**src/rtl/uart_tx_mmio.sv**
```systemverilog
`default_nettype none
// ============================================================================
//  Module      : uart_tx_mmio
//  Description : Memory-mapped 8N1 UART transmitter for the CPU I/O window.
//                One-entry holding register in front of the shift register,
//                with a status word of {overrun, hold_full, busy}.
//  Revision    : 1.0 - initial release
// ============================================================================
module uart_tx_mmio #(
  parameter int CLKS_PER_BIT = 16
) (
  input  logic        clk_i,
  input  logic        rst_ni,
  input  logic        memwrite_i,
  input  logic [31:0] addr_i,
  input  logic [31:0] writedata_i,
  output logic [31:0] readdata_o,
  output logic        tx_o,
  output logic        busy_o
);

  localparam int CW = (CLKS_PER_BIT > 1) ? $clog2(CLKS_PER_BIT) : 1;
  localparam logic [CW-1:0] C_CNT_RELOAD = CW'(CLKS_PER_BIT - 1);

  typedef enum logic [1:0] {
    S_IDLE  = 2'd0,
    S_START = 2'd1,
    S_DATA  = 2'd2,
    S_STOP  = 2'd3
  } state_e;

  state_e          state_q, state_d;
  logic [7:0]      shift_q, shift_d;
  logic [7:0]      hold_q, hold_d;
  logic            hold_full_q, hold_full_d;
  logic            overrun_q, overrun_d;
  logic            tx_q, tx_d;
  logic [CW-1:0]   cnt_q, cnt_d;
  logic [2:0]      bit_q, bit_d;

  logic            drain;      // FSM takes the held byte this cycle
  logic            accept;     // DATA write stored into the holding register
  logic            sel_data;
  logic            sel_stat;
  logic            data_wr;
  logic            stat_clr;

  // Address bits outside the decoded set and the upper store data are not used.
  logic            unused_bits;
  assign unused_bits = ^{addr_i[31:9], addr_i[7:6], addr_i[3:0], writedata_i[31:8]};

  assign sel_data = addr_i[8] & addr_i[4];
  assign sel_stat = addr_i[8] & addr_i[5];
  assign data_wr  = memwrite_i & sel_data;
  assign stat_clr = memwrite_i & sel_stat & writedata_i[2];

  assign busy_o     = (state_q != S_IDLE);
  assign tx_o       = tx_q;
  assign readdata_o = sel_stat ? {29'b0, overrun_q, hold_full_q, busy_o} : 32'b0;

  // Frame sequencing: baud counter, bit index, shift register and line level.
  always_comb begin
    state_d = state_q;
    shift_d = shift_q;
    cnt_d   = cnt_q;
    bit_d   = bit_q;
    drain   = 1'b0;
    case (state_q)
      S_IDLE: begin
        if (hold_full_q) begin
          drain   = 1'b1;
          shift_d = hold_q;
          cnt_d   = C_CNT_RELOAD;
          state_d = S_START;
        end
      end
      S_START: begin
        if (cnt_q == '0) begin
          cnt_d   = C_CNT_RELOAD;
          bit_d   = 3'd0;
          state_d = S_DATA;
        end else begin
          cnt_d = cnt_q - 1'b1;
        end
      end
      S_DATA: begin
        if (cnt_q == '0) begin
          cnt_d = C_CNT_RELOAD;
          if (bit_q == 3'd7) begin
            state_d = S_STOP;
          end else begin
            bit_d   = bit_q + 3'd1;
            shift_d = {1'b0, shift_q[7:1]};
          end
        end else begin
          cnt_d = cnt_q - 1'b1;
        end
      end
      S_STOP: begin
        if (cnt_q == '0) begin
          if (hold_full_q) begin
            // Back-to-back: the next start bit follows the stop bit directly.
            drain   = 1'b1;
            shift_d = hold_q;
            cnt_d   = C_CNT_RELOAD;
            state_d = S_START;
          end else begin
            state_d = S_IDLE;
          end
        end else begin
          cnt_d = cnt_q - 1'b1;
        end
      end
      default: state_d = S_IDLE;
    endcase

    // The line is registered, so drive the level belonging to the next state.
    case (state_d)
      S_START: tx_d = 1'b0;
      S_DATA:  tx_d = shift_d[0];
      default: tx_d = 1'b1;
    endcase
  end

  // Holding register and sticky overrun; a drain frees the slot for a same-cycle write.
  always_comb begin
    accept      = data_wr & (~hold_full_q | drain);
    hold_d      = accept ? writedata_i[7:0] : hold_q;
    hold_full_d = accept ? 1'b1 : (drain ? 1'b0 : hold_full_q);
    overrun_d   = (data_wr & ~accept) ? 1'b1 : (stat_clr ? 1'b0 : overrun_q);
  end

  // State and datapath registers with asynchronous reset.
  always_ff @(posedge clk_i or negedge rst_ni) begin
    if (!rst_ni) begin
      state_q     <= S_IDLE;
      shift_q     <= 8'd0;
      hold_q      <= 8'd0;
      hold_full_q <= 1'b0;
      overrun_q   <= 1'b0;
      tx_q        <= 1'b1;
      cnt_q       <= '0;
      bit_q       <= 3'd0;
    end else begin
      state_q     <= state_d;
      shift_q     <= shift_d;
      hold_q      <= hold_d;
      hold_full_q <= hold_full_d;
      overrun_q   <= overrun_d;
      tx_q        <= tx_d;
      cnt_q       <= cnt_d;
      bit_q       <= bit_d;
    end
  end

endmodule
`default_nettype wire
```
**config.mk**
```make
export PLATFORM = sky130hd
export DESIGN_NAME = uart_tx_mmio
export DESIGN_NICKNAME = d
export VERILOG_FILES = /design/src/rtl/uart_tx_mmio.sv
export SDC_FILE = /design/constraint.sdc
export NUM_CORES = 1
export LEC_CHECK = 0
export CAP_MARGIN = 10
export CORE_MARGIN = 4
export CORE_UTILIZATION = 40
export DETAILED_ROUTE_END_ITERATION = 10
export PLACE_DENSITY = 0.8
export SETUP_SLACK_MARGIN = 0.3
export SYNTH_ARGS = -nofsm -noshare
export SYNTH_HDL_FRONTEND = slang
export SYNTH_SLANG_ARGS = --single-unit
```
**constraint.sdc**
```tcl
create_clock -name clk_i -period 2.3 [get_ports clk_i]
set_input_delay 0.345 -clock clk_i [delete_from_list [all_inputs] [get_ports clk_i]]
set_output_delay 0.345 -clock clk_i [all_outputs]
set_load 0.01 [all_outputs]
```
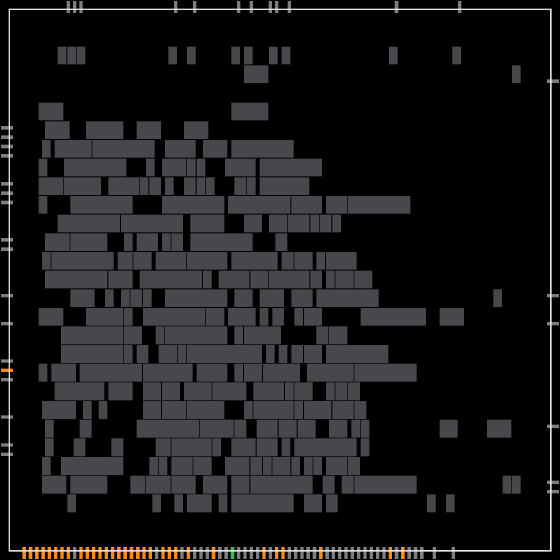
*I/O pins on the die edge*
Pins as bars across the die edge, other pins in gray.
Key: busy_o = green [pins 1, direction output, edge south]; addr_i = orange [pins 32, direction input, edge 31 south, 1 west]
All pins by edge: 66 south, 17 west, 12 north, 6 east.

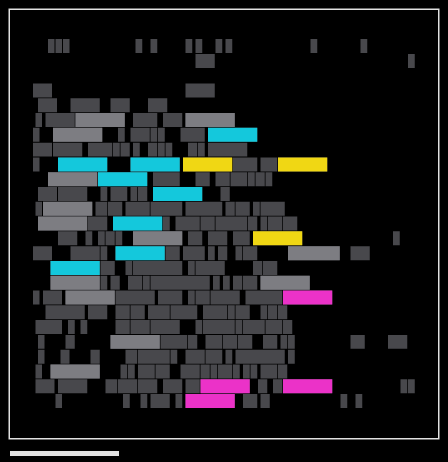
*Register map, names as in the netlist*
Bar = 20 um. Other sequential cells in the stronger gray, the rest of the logic in the fainter gray.
Key: shift_q = cyan [flops 8]; bit_q = yellow [flops 3]; cnt_q = magenta [flops 4, where south]
Another 13 sequential cells are not colored.

==> results.py <==
# Auto-generated metrics
metrics = {
    "sta": {
        "report.final.setup_viol": 0,
        "layout_min_cycle_time_ns": 1.95,
        "grt_setup_unrepaired": "yes",
        "setup_ws_ns": 0.353,
        "worst_hold_margin_ns": 0.438,
        "finalHoldViolations": 0,
        "setup_tns_ns": 0,
        "fin_skew_ns": 0.00369,
        "finalCritPeriodShare": 0.846,
        "slew_viol_final": 0,
    },
    "cells_and_area": {
        "num-clock-buffers": 3,
        "layout_top_cell": "sky130_fd_sc_hd__conb_1",
        "inverters": 11,
        "largest_regs": "hold_q: 8 flops, shift_q: 8 flops, cnt_q: 4 flops",
        "final_nets": 305,
        "seq_share": 0.301,
        "logic_gates": 152,
        "n_fill_cell": 428,
        "combGateArea_um2": 1120,
        "final_util": 0.488,
        "regArea_um2": 702,
        "layout.non_clock_buffers": 34,
        "final-clk-cell-share": 0.0306,
        "comb_share": 0.482,
        "layout_cell_share_with_drive_strength_beyond_1": 0.231,
        "antenna_cells": 0,
        "final_cell_count_no_fill": 296,
        "flow.area_growth_from_synthesis_pct": 16.6,
        "dominant_cells": "multi-input combinational cells",
        "post-route-cell-area_um2": 2330,
    },
    "yosys": {
        "ys_sh_xor": 0,
        "ys_chip_area_um2": 2000,
        "yosys_register_bits": 28,
        "synth.logic.top_family": "AND-OR/OR-AND gates",
        "simple_gate_share": 0.131,
        "edf_count": 0,
        "synth_top_cell_by_area": "sky130_fd_sc_hd__dfrtp_1",
        "post-synth-top-area-fraction": 0.338,
        "compound_area_frac": 0.195,
        "synthDistinctLibCells": 47,
        "synth-cells-yosys": 202,
        "muxShareOfSynthArea": 0.101,
        "synth.yosys.seq_area_share": 0.351,
        "synth_warnings": 0,
        "most_common_cell": "sky130_fd_sc_hd__buf_4",
        "avgSynthCellArea_um2": 9.90,
        "list_of_most_frequent_post_synthesis_cells": "sky130_fd_sc_hd__buf_4, sky130_fd_sc_hd__dfrtp_1, sky130_fd_sc_hd__nand2_1, sky130_fd_sc_hd__nor2_1, sky130_fd_sc_hd__a21oi_1",
        "post_synth_instance_area_um2": 2000,
        "netlist_instances": 202,
        "yosys.area_share.adder": 0.0500,
        "async_reset_ff_frac": 1.00,
    },
    "route": {
        "route.antenna.remaining_nets": 0,
        "drcViolationCount": 0,
        "wirelength_met1_um": 1730,
        "via_count": 1477,
        "met3_length_um": 186,
        "routed.top_layer": "met4",
        "dr_wl_met2_um": 2090,
        "wire_per_inst_um": 13.7,
        "drt_pre_antenna_iters": 4,
        "drtIter0Drc": 128,
        "avgViaCountPerCell": 4.99,
        "wl_um": 4070,
    },
    "clock_tree": {
        "cts_tree": "built",
        "ctsResizeCount": 6,
        "cts_root_buf": "sky130_fd_sc_hd__clkbuf_8",
        "cts_hold_repair.buffers": 0,
        "cts_max_path_buffers": 2,
        "number_of_cts_inserted_buffers": 3,
        "cts_post_setup_buffers_inserted": 5,
    },
    "global_routing": {
        "groute.layer.met2.usage": 0.233,
        "grt_util_met1": 0.158,
        "grt_start_max_net_pins": 29,
        "global_route.peak_usage_layer": "met2",
        "grt_util_met3": 0.0181,
        "grt_antenna_before_repair": 0,
        "grt_pass1_vias": 1390,
        "grt_first_pass_wirelength_um": 6540,
        "gr-usage-all-layers": 0.130,
    },
    "power": {
        "clockPowerShare": 0.366,
        "finalPower_w": 0.00109,
        "share_comb_of_total_power": 0.131,
        "power.switching_w": 0.000246,
        "sw_frac_of_total": 0.226,
        "internal-power_w": 0.000844,
        "top_power_group": "registers",
        "seqPwrFrac": 0.503,
        "power_sequential_w": 0.000548,
        "leakage_nw": 1.07,
        "clk_pwr_w": 0.000399,
        "power.density_cell_area_nw_per_um2": 467,
        "combinational_power_w": 0.000143,
        "power.ir.vdd_worst_uv": 329,
    },
    "worst_setup_path": {
        "critPathLaunch": "state_q[0]",
        "timing.critical_path.slowest_stage_cell": "sky130_fd_sc_hd__clkdlybuf4s50_1",
        "critical_path.startpoint_type": "flop",
        "ff2ff_path_depth": 8,
        "worstPathCellList": "inv_1, ha_4, inv_1, clkdlybuf4s50_1",
        "cp_peak_stage_delay_ns": 0.47,
        "crit_top_cell": "sky130_fd_sc_hd__inv_1",
        "crit_path_end": "busy_o",
        "data_arrival_at_the_endpoint_of_the_critical_path_ns": 1.60,
        "capture_instance_of_the_worst_register_to_register_path": "hold_q[2]",
        "worst-path-stages": 4,
        "r2r_slack_ns": 0.37,
        "worst_r2r_startpoint": "cnt_q[0]",
        "timing.critical_path.buf_inv": 3,
        "cp.required_ns": 1.96,
        "crit_path_end_kind": "primary output",
        "worst_path_dominant_cell_family": "buffers and inverters",
        "critical_path_class": "reg -> out",
    },
    "die": {
        "fp.coreArea_um2": 4790,
        "floorplan.io_pins": 101,
        "die_x_size_um": 78.7,
        "initial_utilization": 0.418,
        "tap-cell-count": 67,
        "die_h_um": 78.7,
        "die_area_um2": 6200,
        "fp-row-count": 25,
    },
    "placed_design": {
        "port_buffers": 18,
        "detailedPlacementHpwl_um": 2750,
        "detailedPlace.worstSlack_ns": 0.137,
        "dp.cells": 284,
        "post_dp_cell_area_um2": 2130,
        "gp_routability_congestion": 0.812,
    },
    "status": {
        "outcome": "complete, no violations",
    },
    "run": {
        "openroad.warnings": 84,
        "max_cap_violations": 0,
    },
    "min_path": {
        "hp-class": "in -> async",
    },
}
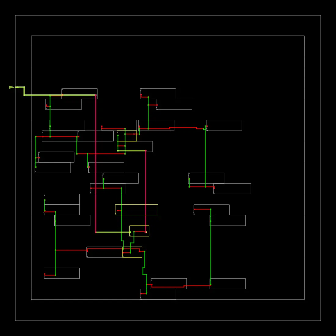
*Clock nets*
sequential cells: 28
Sink Count: 28
Insertion Delay late pin: 0.28 ns

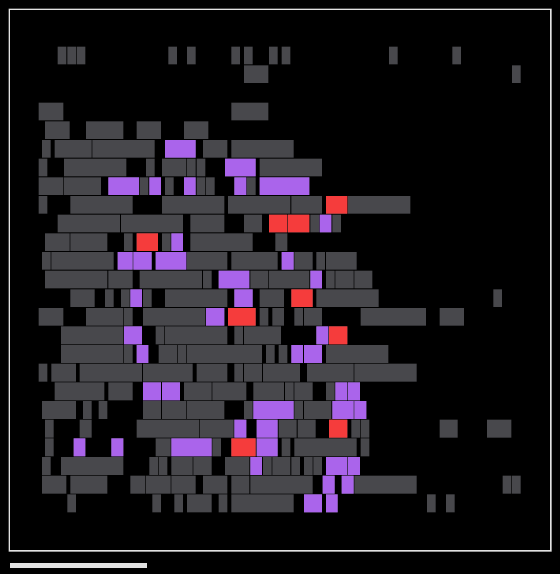
*Logic cells by family*
Bar = 20 um.
Key: inverting AOI/OAI gates = purple [cells 43, most used a21oi_1]; AND-OR and OR-AND gates = red [cells 9, most used a22o_1, where center]

Power and IR drop assume default switching activity.
